==> src/rtl/core_if_id_buf_pkg.sv <==
// Shared IF/ID buffer definitions: core-wide defines, state encoding and a saturating-increment helper.
// The optional performance counters are built only when CORE_IF_ID_PERF_EN is defined.
`ifndef CPU_PC_SIZE
`define CPU_PC_SIZE 32
`endif
`ifndef CPU_INSTR_SIZE
`define CPU_INSTR_SIZE 32
`endif
`ifndef CPU_NOP_INSTR
`define CPU_NOP_INSTR 32'h0000_0013
`endif
`ifndef IFID_EMPTY
`define IFID_EMPTY 2'd0
`define IFID_ONE   2'd1
`define IFID_FULL  2'd2
`endif

package core_if_id_buf_pkg;

    localparam int IFID_PC_W    = `CPU_PC_SIZE;
    localparam int IFID_INSTR_W = `CPU_INSTR_SIZE;

    typedef enum logic [1:0] {
        ST_EMPTY = `IFID_EMPTY,
        ST_ONE   = `IFID_ONE,
        ST_FULL  = `IFID_FULL
    } ifid_state_e;

    function automatic logic [31:0] sat_inc32(input logic [31:0] v);
        return (v == 32'hFFFF_FFFF) ? v : v + 32'd1;
    endfunction

endpackage

==> src/rtl/core_if_id_buf_if.sv <==
// Fetch-to-decode handshake bundle; slave is the buffer side, master the fetch/decode side.
interface core_if_id_buf_if
    import core_if_id_buf_pkg::*;
#(
    parameter int PC_W    = IFID_PC_W,
    parameter int INSTR_W = IFID_INSTR_W
);
    logic [PC_W-1:0]    pc_i;
    logic [INSTR_W-1:0] instr_i;
    logic               valid_i;
    logic               ready_o;
    logic [PC_W-1:0]    pc_o;
    logic [INSTR_W-1:0] instr_o;
    logic               valid_o;
    logic               ready_i;
    logic               flush_i;

    modport slave (
        input  pc_i, instr_i, valid_i, ready_i, flush_i,
        output ready_o, pc_o, instr_o, valid_o
    );

    modport master (
        output pc_i, instr_i, valid_i, ready_i, flush_i,
        input  ready_o, pc_o, instr_o, valid_o
    );
endinterface

==> src/rtl/core_if_id_perf.sv <==
// Saturating stall and flush event counters for the IF/ID buffer (used under CORE_IF_ID_PERF_EN).
module core_if_id_perf
    import core_if_id_buf_pkg::*;
(
    input  logic        clk,
    input  logic        rst,
    input  logic        stall_i,
    input  logic        flush_i,
    output logic [31:0] stall_cnt_o,
    output logic [31:0] flush_cnt_o
);
    logic [31:0] stall_cnt_q, stall_cnt_d;
    logic [31:0] flush_cnt_q, flush_cnt_d;

    always_comb begin
        stall_cnt_d = stall_i ? sat_inc32(stall_cnt_q) : stall_cnt_q;
        flush_cnt_d = flush_i ? sat_inc32(flush_cnt_q) : flush_cnt_q;
    end

    always_ff @(posedge clk) begin
        if (rst) begin
            stall_cnt_q <= '0;
            flush_cnt_q <= '0;
        end else begin
            stall_cnt_q <= stall_cnt_d;
            flush_cnt_q <= flush_cnt_d;
        end
    end

    assign stall_cnt_o = stall_cnt_q;
    assign flush_cnt_o = flush_cnt_q;
endmodule

==> src/rtl/core_if_id_buf.sv <==
// IF/ID pipeline buffer: 2-entry skid buffer with registered upstream ready and redirect flush.
// Define CORE_IF_ID_PERF_EN to add the stall_cnt/flush_cnt performance counters.
module core_if_id_buf
    import core_if_id_buf_pkg::*;
#(
    parameter int                 PC_W      = `CPU_PC_SIZE,
    parameter int                 INSTR_W   = `CPU_INSTR_SIZE,
    parameter logic [INSTR_W-1:0] NOP_INSTR = `CPU_NOP_INSTR
) (
    input  logic                  clk,
    input  logic                  rst,
    core_if_id_buf_if.slave       bus
`ifdef CORE_IF_ID_PERF_EN
    ,
    output logic [31:0]           stall_cnt,
    output logic [31:0]           flush_cnt
`endif
);
    ifid_state_e        state_q, state_d;
    logic               ready_q, ready_d;
    logic [PC_W-1:0]    main_pc_q, main_pc_d;
    logic [INSTR_W-1:0] main_instr_q, main_instr_d;
    logic [PC_W-1:0]    skid_pc_q, skid_pc_d;
    logic [INSTR_W-1:0] skid_instr_q, skid_instr_d;
    logic               valid;
    logic               in_fire;
    logic               out_fire;

    assign valid    = (state_q != ST_EMPTY);
    assign in_fire  = bus.valid_i & ready_q;
    assign out_fire = valid & bus.ready_i;

    always_comb begin
        state_d      = state_q;
        main_pc_d    = main_pc_q;
        main_instr_d = main_instr_q;
        skid_pc_d    = skid_pc_q;
        skid_instr_d = skid_instr_q;
        if (bus.flush_i) begin
            // Redirect wins over any handshake; pc_o keeps its last value.
            state_d      = ST_EMPTY;
            main_instr_d = NOP_INSTR;
        end else begin
            unique case (state_q)
                ST_EMPTY: begin
                    if (in_fire) begin
                        main_pc_d    = bus.pc_i;
                        main_instr_d = bus.instr_i;
                        state_d      = ST_ONE;
                    end
                end
                ST_ONE: begin
                    if (in_fire && out_fire) begin
                        main_pc_d    = bus.pc_i;
                        main_instr_d = bus.instr_i;
                    end else if (in_fire) begin
                        skid_pc_d    = bus.pc_i;
                        skid_instr_d = bus.instr_i;
                        state_d      = ST_FULL;
                    end else if (out_fire) begin
                        main_instr_d = NOP_INSTR;
                        state_d      = ST_EMPTY;
                    end
                end
                ST_FULL: begin
                    if (out_fire) begin
                        main_pc_d    = skid_pc_q;
                        main_instr_d = skid_instr_q;
                        state_d      = ST_ONE;
                    end
                end
                default: begin
                    main_instr_d = NOP_INSTR;
                    state_d      = ST_EMPTY;
                end
            endcase
        end
        ready_d = (state_d != ST_FULL);
    end

    always_ff @(posedge clk) begin
        if (rst) begin
            state_q      <= ST_EMPTY;
            ready_q      <= 1'b1;
            main_pc_q    <= '0;
            main_instr_q <= NOP_INSTR;
            skid_pc_q    <= '0;
            skid_instr_q <= '0;
        end else begin
            state_q      <= state_d;
            ready_q      <= ready_d;
            main_pc_q    <= main_pc_d;
            main_instr_q <= main_instr_d;
            skid_pc_q    <= skid_pc_d;
            skid_instr_q <= skid_instr_d;
        end
    end

    assign bus.valid_o = valid;
    assign bus.ready_o = ready_q;
    assign bus.pc_o    = main_pc_q;
    assign bus.instr_o = main_instr_q;

`ifdef CORE_IF_ID_PERF_EN
    core_if_id_perf u_perf (
        .clk         (clk),
        .rst         (rst),
        .stall_i     (valid & ~bus.ready_i),
        .flush_i     (bus.flush_i),
        .stall_cnt_o (stall_cnt),
        .flush_cnt_o (flush_cnt)
    );
`endif
endmodule

==> src/flat_wrapper.sv <==
// flat-port wrapper written by rule: the top's interface ports become plain ports
module core_if_id_buf_flat import core_if_id_buf_pkg::*;
#(
    parameter int                 PC_W      = `CPU_PC_SIZE,
    parameter int                 INSTR_W   = `CPU_INSTR_SIZE,
    parameter logic [INSTR_W-1:0] NOP_INSTR = `CPU_NOP_INSTR
)
  (clk, rst, bus_pc_i, bus_instr_i, bus_valid_i, bus_ready_i, bus_flush_i, bus_ready_o, bus_pc_o, bus_instr_o, bus_valid_o);
  core_if_id_buf_if #(.PC_W(PC_W), .INSTR_W(INSTR_W)) bus_i ();
  input  logic clk;
  input  logic rst;
  input wire logic [$bits(bus_i.pc_i)-1:0] bus_pc_i;
  input wire logic [$bits(bus_i.instr_i)-1:0] bus_instr_i;
  input wire logic [$bits(bus_i.valid_i)-1:0] bus_valid_i;
  input wire logic [$bits(bus_i.ready_i)-1:0] bus_ready_i;
  input wire logic [$bits(bus_i.flush_i)-1:0] bus_flush_i;
  output wire logic [$bits(bus_i.ready_o)-1:0] bus_ready_o;
  output wire logic [$bits(bus_i.pc_o)-1:0] bus_pc_o;
  output wire logic [$bits(bus_i.instr_o)-1:0] bus_instr_o;
  output wire logic [$bits(bus_i.valid_o)-1:0] bus_valid_o;
  assign bus_i.pc_i = bus_pc_i;
  assign bus_i.instr_i = bus_instr_i;
  assign bus_i.valid_i = bus_valid_i;
  assign bus_i.ready_i = bus_ready_i;
  assign bus_i.flush_i = bus_flush_i;
  assign bus_ready_o = bus_i.ready_o;
  assign bus_pc_o = bus_i.pc_o;
  assign bus_instr_o = bus_i.instr_o;
  assign bus_valid_o = bus_i.valid_o;
  core_if_id_buf #(.PC_W(PC_W), .INSTR_W(INSTR_W), .NOP_INSTR(NOP_INSTR)) u_core (.clk(clk), .rst(rst), .bus(bus_i));
endmodule
==> config.mk <==
export PLATFORM = sky130hd
export DESIGN_NAME = core_if_id_buf_flat
export DESIGN_NICKNAME = d
export VERILOG_FILES = /design/src/rtl/core_if_id_buf_pkg.sv /design/src/rtl/core_if_id_buf_if.sv /design/src/rtl/core_if_id_perf.sv /design/src/rtl/core_if_id_buf.sv /design/src/flat_wrapper.sv
export SDC_FILE = /design/constraint.sdc
export NUM_CORES = 1
export LEC_CHECK = 0
export CORE_ASPECT_RATIO = 0.8
export CORE_MARGIN = 10
export CORE_UTILIZATION = 40
export CTS_CLUSTER_SIZE = 14
export DETAILED_ROUTE_END_ITERATION = 16
export GPL_ROUTABILITY_DRIVEN = 0
export HOLD_SLACK_MARGIN = 0.15
export PLACE_DENSITY = 0.66
export SYNTH_ARGS = -nofsm -noshare
export SYNTH_HDL_FRONTEND = slang
export SYNTH_HIERARCHICAL = 1
export SYNTH_SLANG_ARGS = --single-unit
==> constraint.sdc <==
create_clock -name clk -period 1.4 [get_ports clk]
set_input_delay 0.21 -clock clk [delete_from_list [all_inputs] [get_ports clk]]
set_output_delay 0.21 -clock clk [all_outputs]
set_load 0.02 [all_outputs]
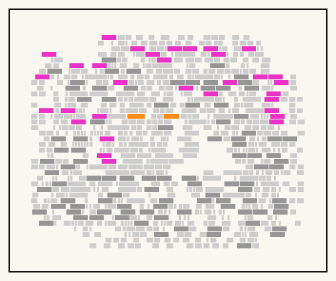
**Above:** run 1 (where the registers sit).
legend:
  orange:
    name_in_the_netlist: u_core/state_q
    placed_flops: 2
  magenta:
    name_in_the_netlist: u_core/bus.instr_o
    placed_flops: 32

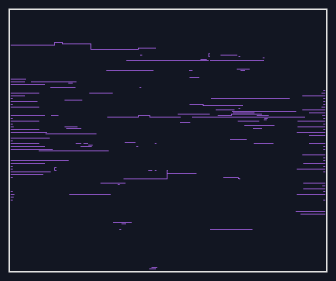
**Above:** run 1 (M3 wires).
longest straight run: 54.3 um
nets with wire on the layer: 112
main direction: horizontal
share of all routed wire: 6.5%
M3 GR Usage: 0.06190
routed vias: 5369
aggregate routed wire length: 19240 um

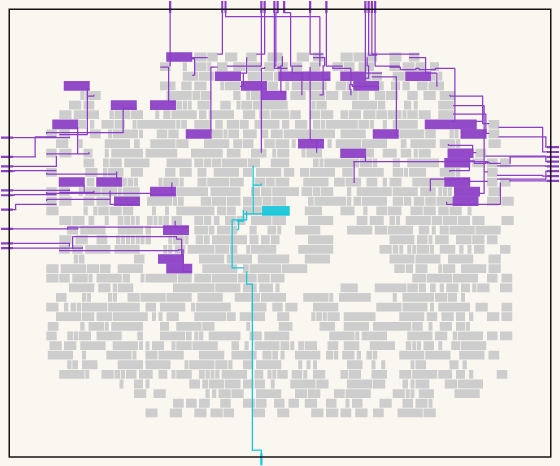
**Above:** run 1 (port wiring).
legend:
  cyan:
    port: bus_ready_o
    bits: 1
    direction: output
    end_cells: 1
    buffers: 2
    wire: 116 um
  purple:
    port: bus_instr_o
    bits: 32
    direction: output
    end_cells: 32
    buffers: 32
    wire: 1330 um
number of buffers inserted by port buffering: 134
I/O pin count: 135

run 1: power by group through the flow:
stage          sequential (mW)  combinational [mW]  clock (mW)
3_5_place_dp              4.02                1.29           0
5_1_grt                   3.96                1.69        4.78
6_report                  3.94                1.59        4.55
2_1_floorplan             4.14               0.547           0
4_1_cts                   3.94                1.54        4.59
3_3_place_gp              4.02                1.27           0
run 1: registers in the layout, summed over array words and instances (netlist names):
register,cells
u_core/skid_pc_q,32
u_core/bus.pc_o,32
u_core/skid_instr_q,32
u_core/bus.instr_o,32
u_core/bus.ready_o,1
u_core/state_q,2
run 1: kinds of logic after synthesis:
logic type             share of synthesized area
multiplexers                              0.1083
AND/OR/NAND/NOR                           0.1600
buffers and inverters                    0.05971
flip-flops                                0.4653
AND-OR/OR-AND                             0.2067
==> impl_results.rst, run 1 <==
Physical design figures
=======================

.. list-table::
   :header-rows: 1

   * - Metric
     - Value
   * - Outcome
     - finished with violations
   * - Routed length on met2
     - 8944 um
   * - Layout clock buffer count
     - 26
   * - GRT Residual Overflow
     - 0
   * - Number of antenna violations at the first check in global routing
     - 0
   * - Startpoint types
     - flip-flop
   * - Most utilized layer in the global route result
     - met2
   * - Flop2flop setup slack
     - -0.19 ns
   * - Crit path setup slack, layout
     - -0.1900 ns
   * - Synth Register Bits
     - 131
   * - Violations in the final reports
     - setup timing
   * - Final setup fails
     - 131
   * - Global Route met1 Usage
     - 0.2361
   * - Post-Synthesis Cell Area
     - 5637 um2
   * - Diodes inserted
     - 0
   * - Final setup skew
     - 0.007785 ns
   * - Net switching power figure
     - 2.452 mW
   * - Overall power consumption
     - 10.08 mW
   * - Endpoints failing hold
     - 0
   * - Seq area share
     - 0.2960
   * - Tapcells
     - 180
   * - Total setup buffers inserted after CTS
     - 13
   * - Max-slew violation count
     - 0
   * - Worst-path cell chain
     - buf_6, nand4b_1, a31oi_4, buf_12, buf_12, nor2_2, a211oi_1
==> run 2: changes to the inputs <==
- CTS_CLUSTER_DIAMETER: default -> 50
- GPL_ROUTABILITY_DRIVEN: 0 -> default
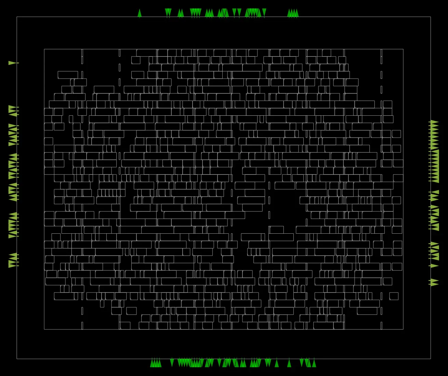
**Above:** run 2 (cell outlines without signal wires).
number of sequential storage elements: 131
post-layout instance count excluding filler cells: 987
final core occ: 0.6485

==> run 2 against run 1 <==
The run still ends with setup timing left. Sequential power barely moved. Count of clock-buffer cells in the layout did not move. Area after synthesis unchanged. Setup slack unchanged. Flip-flop count unchanged.
==> impl_results.rst, run 2 <==
Physical design figures
=======================

.. list-table::
   :header-rows: 1

   * - Metric
     - Value
   * - Outcome
     - finished with violations
   * - Violations in the final reports
     - setup timing
   * - Flop2flop setup slack
     - -0.19 ns
   * - Routed vias
     - 5369
   * - Tapcells
     - 180
   * - Aggregate routed wire length
     - 19240 um
   * - Number of buffers inserted by port buffering
     - 134
   * - Overall power consumption
     - 10.08 mW
   * - Number of antenna violations at the first check in global routing
     - 0
   * - Global Route met1 Usage
     - 0.2361
   * - Net switching power figure
     - 2.452 mW
   * - Final setup fails
     - 131
   * - Final setup skew
     - 0.007785 ns
   * - Crit path setup slack, layout
     - -0.1900 ns
   * - Total setup buffers inserted after CTS
     - 13
   * - Routed length on met2
     - 8944 um
   * - Diodes inserted
     - 0
   * - Endpoints failing hold
     - 0
   * - Largest Pwr Group
     - clock
   * - Startpoint types
     - flip-flop
   * - Seq area share
     - 0.2960
   * - Post-Synthesis Cell Area
     - 5637 um2
   * - Clock distribution power
     - 4.55 mW
   * - Max-slew violation count
     - 0
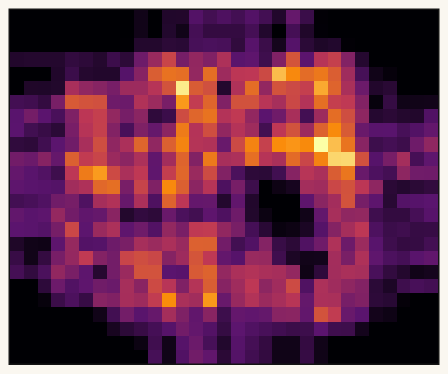
**Above:** run 2 (wiring heat map).
The die is cut into 31 by 25 equal tiles; black is low, pale yellow is high, scaled to the fullest tile. Values are wire area over tile area, all layers added.
tiles over half the peak: 15%
mean over tiles: 0.16
fullest tile: 0.60
nearly empty tiles: 18%

[run 2: cell counts in the layout (fill, tap and decap cells not counted)]
Identical to the previous run, type by type.
[run 2: kinds of logic after synthesis]
kind of cell           count (synthesis)  share of synthesized area
AND-OR/OR-AND                        166                     0.2067
AND/OR/NAND/NOR                      218                     0.1600
buffers and inverters                 58                    0.05971
multiplexers                          61                     0.1083
flip-flops                           131                     0.4653
[run 2: worst register-to-register path: cells and delay by family (launching register included)]
family | cells | cell delay, ns
flip-flops | 1 | 0.34
AND-OR/OR-AND | 2 | 0.48
buffers and inverters | 3 | 0.41
AND/OR/NAND/NOR | 2 | 0.27
**Run 2: M3 wires**

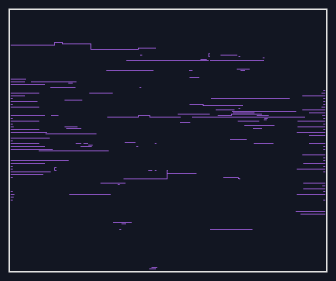

==> run 3: changes to the inputs <==
- CORE_UTILIZATION: 40 -> 45
- PLACE_DENSITY: 0.66 -> 0.73
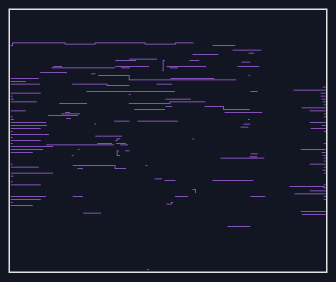
**Above:** run 3 (M3 wires).
main direction: horizontal
longest straight run: 49.0 um
share of all routed wire: 6.0%
wire length on this layer: 1200 um
nets with wire on the layer: 108
routed vias: 5485
M3 GR Usage: 0.06046
aggregate routed wire length: 20140 um

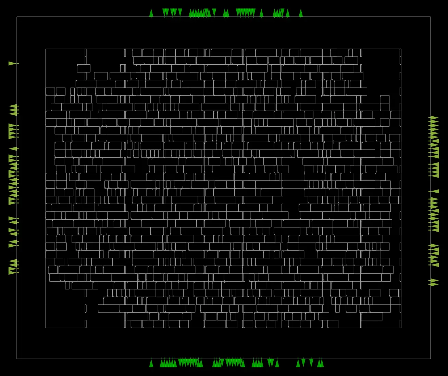
**Above:** run 3 (cell outlines without signal wires).
post-layout instance count excluding filler cells: 983
Tapcells: 171
layout filler cell count: 882
placement row count: 36
final core occ: 0.7208

==> run 3 against run 2 <==
Register-to-register slack worse by 0.10 ns. Critical path depth shrank 1. Worst hold slack worse by 0.19 ns. Non-clock buffer count rose by 4. The flow still finishes with violations (setup timing). First-iteration DRC count is 34% higher. Wire length increased by 4.6%.
==> impl_results.rst, run 3 <==
Physical design figures
=======================

.. list-table::
   :header-rows: 1

   * - Metric
     - Value
   * - Power in combinational cells
     - 1.55 mW
   * - Yosys Chip Area
     - 5637 um2
   * - Clock distribution power
     - 4.31 mW
   * - Max-slew violation count
     - 0
   * - Final setup fails
     - 129
   * - Crit path setup slack, layout
     - -0.2911 ns
   * - Simple-gate share of the synthesized area
     - 0.1600
   * - CTS tree
     - built
   * - Flop2flop setup slack
     - -0.29 ns
   * - Number of buffers inserted by port buffering
     - 134
   * - Outcome
     - finished with violations
   * - Layout clock buffer count
     - 22
   * - Number of antenna violations at the first check in global routing
     - 0
   * - I/O pin count
     - 135
   * - Final setup skew
     - 0.008694 ns
   * - Largest Pwr Group
     - clock
   * - Main combinational cell family by area after synthesis
     - AND-OR/OR-AND gates
   * - Worst-path cell chain
     - nand4b_1, buf_4, or3_4, clkbuf_16, nand2_1, a21oi_1
   * - GRT Residual Overflow
     - 0
   * - Post-Synth AOI/OAI Area
     - 0.2067
   * - Endpoints failing hold
     - 0
   * - Overall power consumption
     - 9.802 mW
   * - Number of stages on the worst setup path
     - 6
   * - Fraction of synthesized area in multiplexers
     - 0.1083
   * - Number of sequential storage elements
     - 131
   * - Diodes inserted
     - 0
   * - Post-Synthesis Cell Area
     - 5637 um2
   * - Adder-cell share of the synthesized area
     - 0
   * - Violations in the final reports
     - setup timing
run 3: cell count changes in the layout (fill, tap and decap cells not counted), sizes merged, moves of 2 or more:
cell / delta
clkinv: +3
clkinvlp: +3
dlygate4sd2: -3
buf: +2
clkdlybuf4s15: +2
run 3: cells by family (layout without fill, tap and decap cells):
group           count (synthesis)  in the layout
simple gates                  218            221
compound gates                166            166
mux                            61             61
flops                         131            131
buf+inv                        58            233
run 3: layer usage:
layer	global-route usage	up-vias	wire, um	share of wire
li1	-	2561	-	-
met1	0.2535	2707	8860	0.44
met2	0.3479	194	9818	0.49
met3	0.06046	23	1202	0.060
met4	0.07377	0	257	0.013
met5	0	-	0	0
Power and IR drop assume default switching activity.
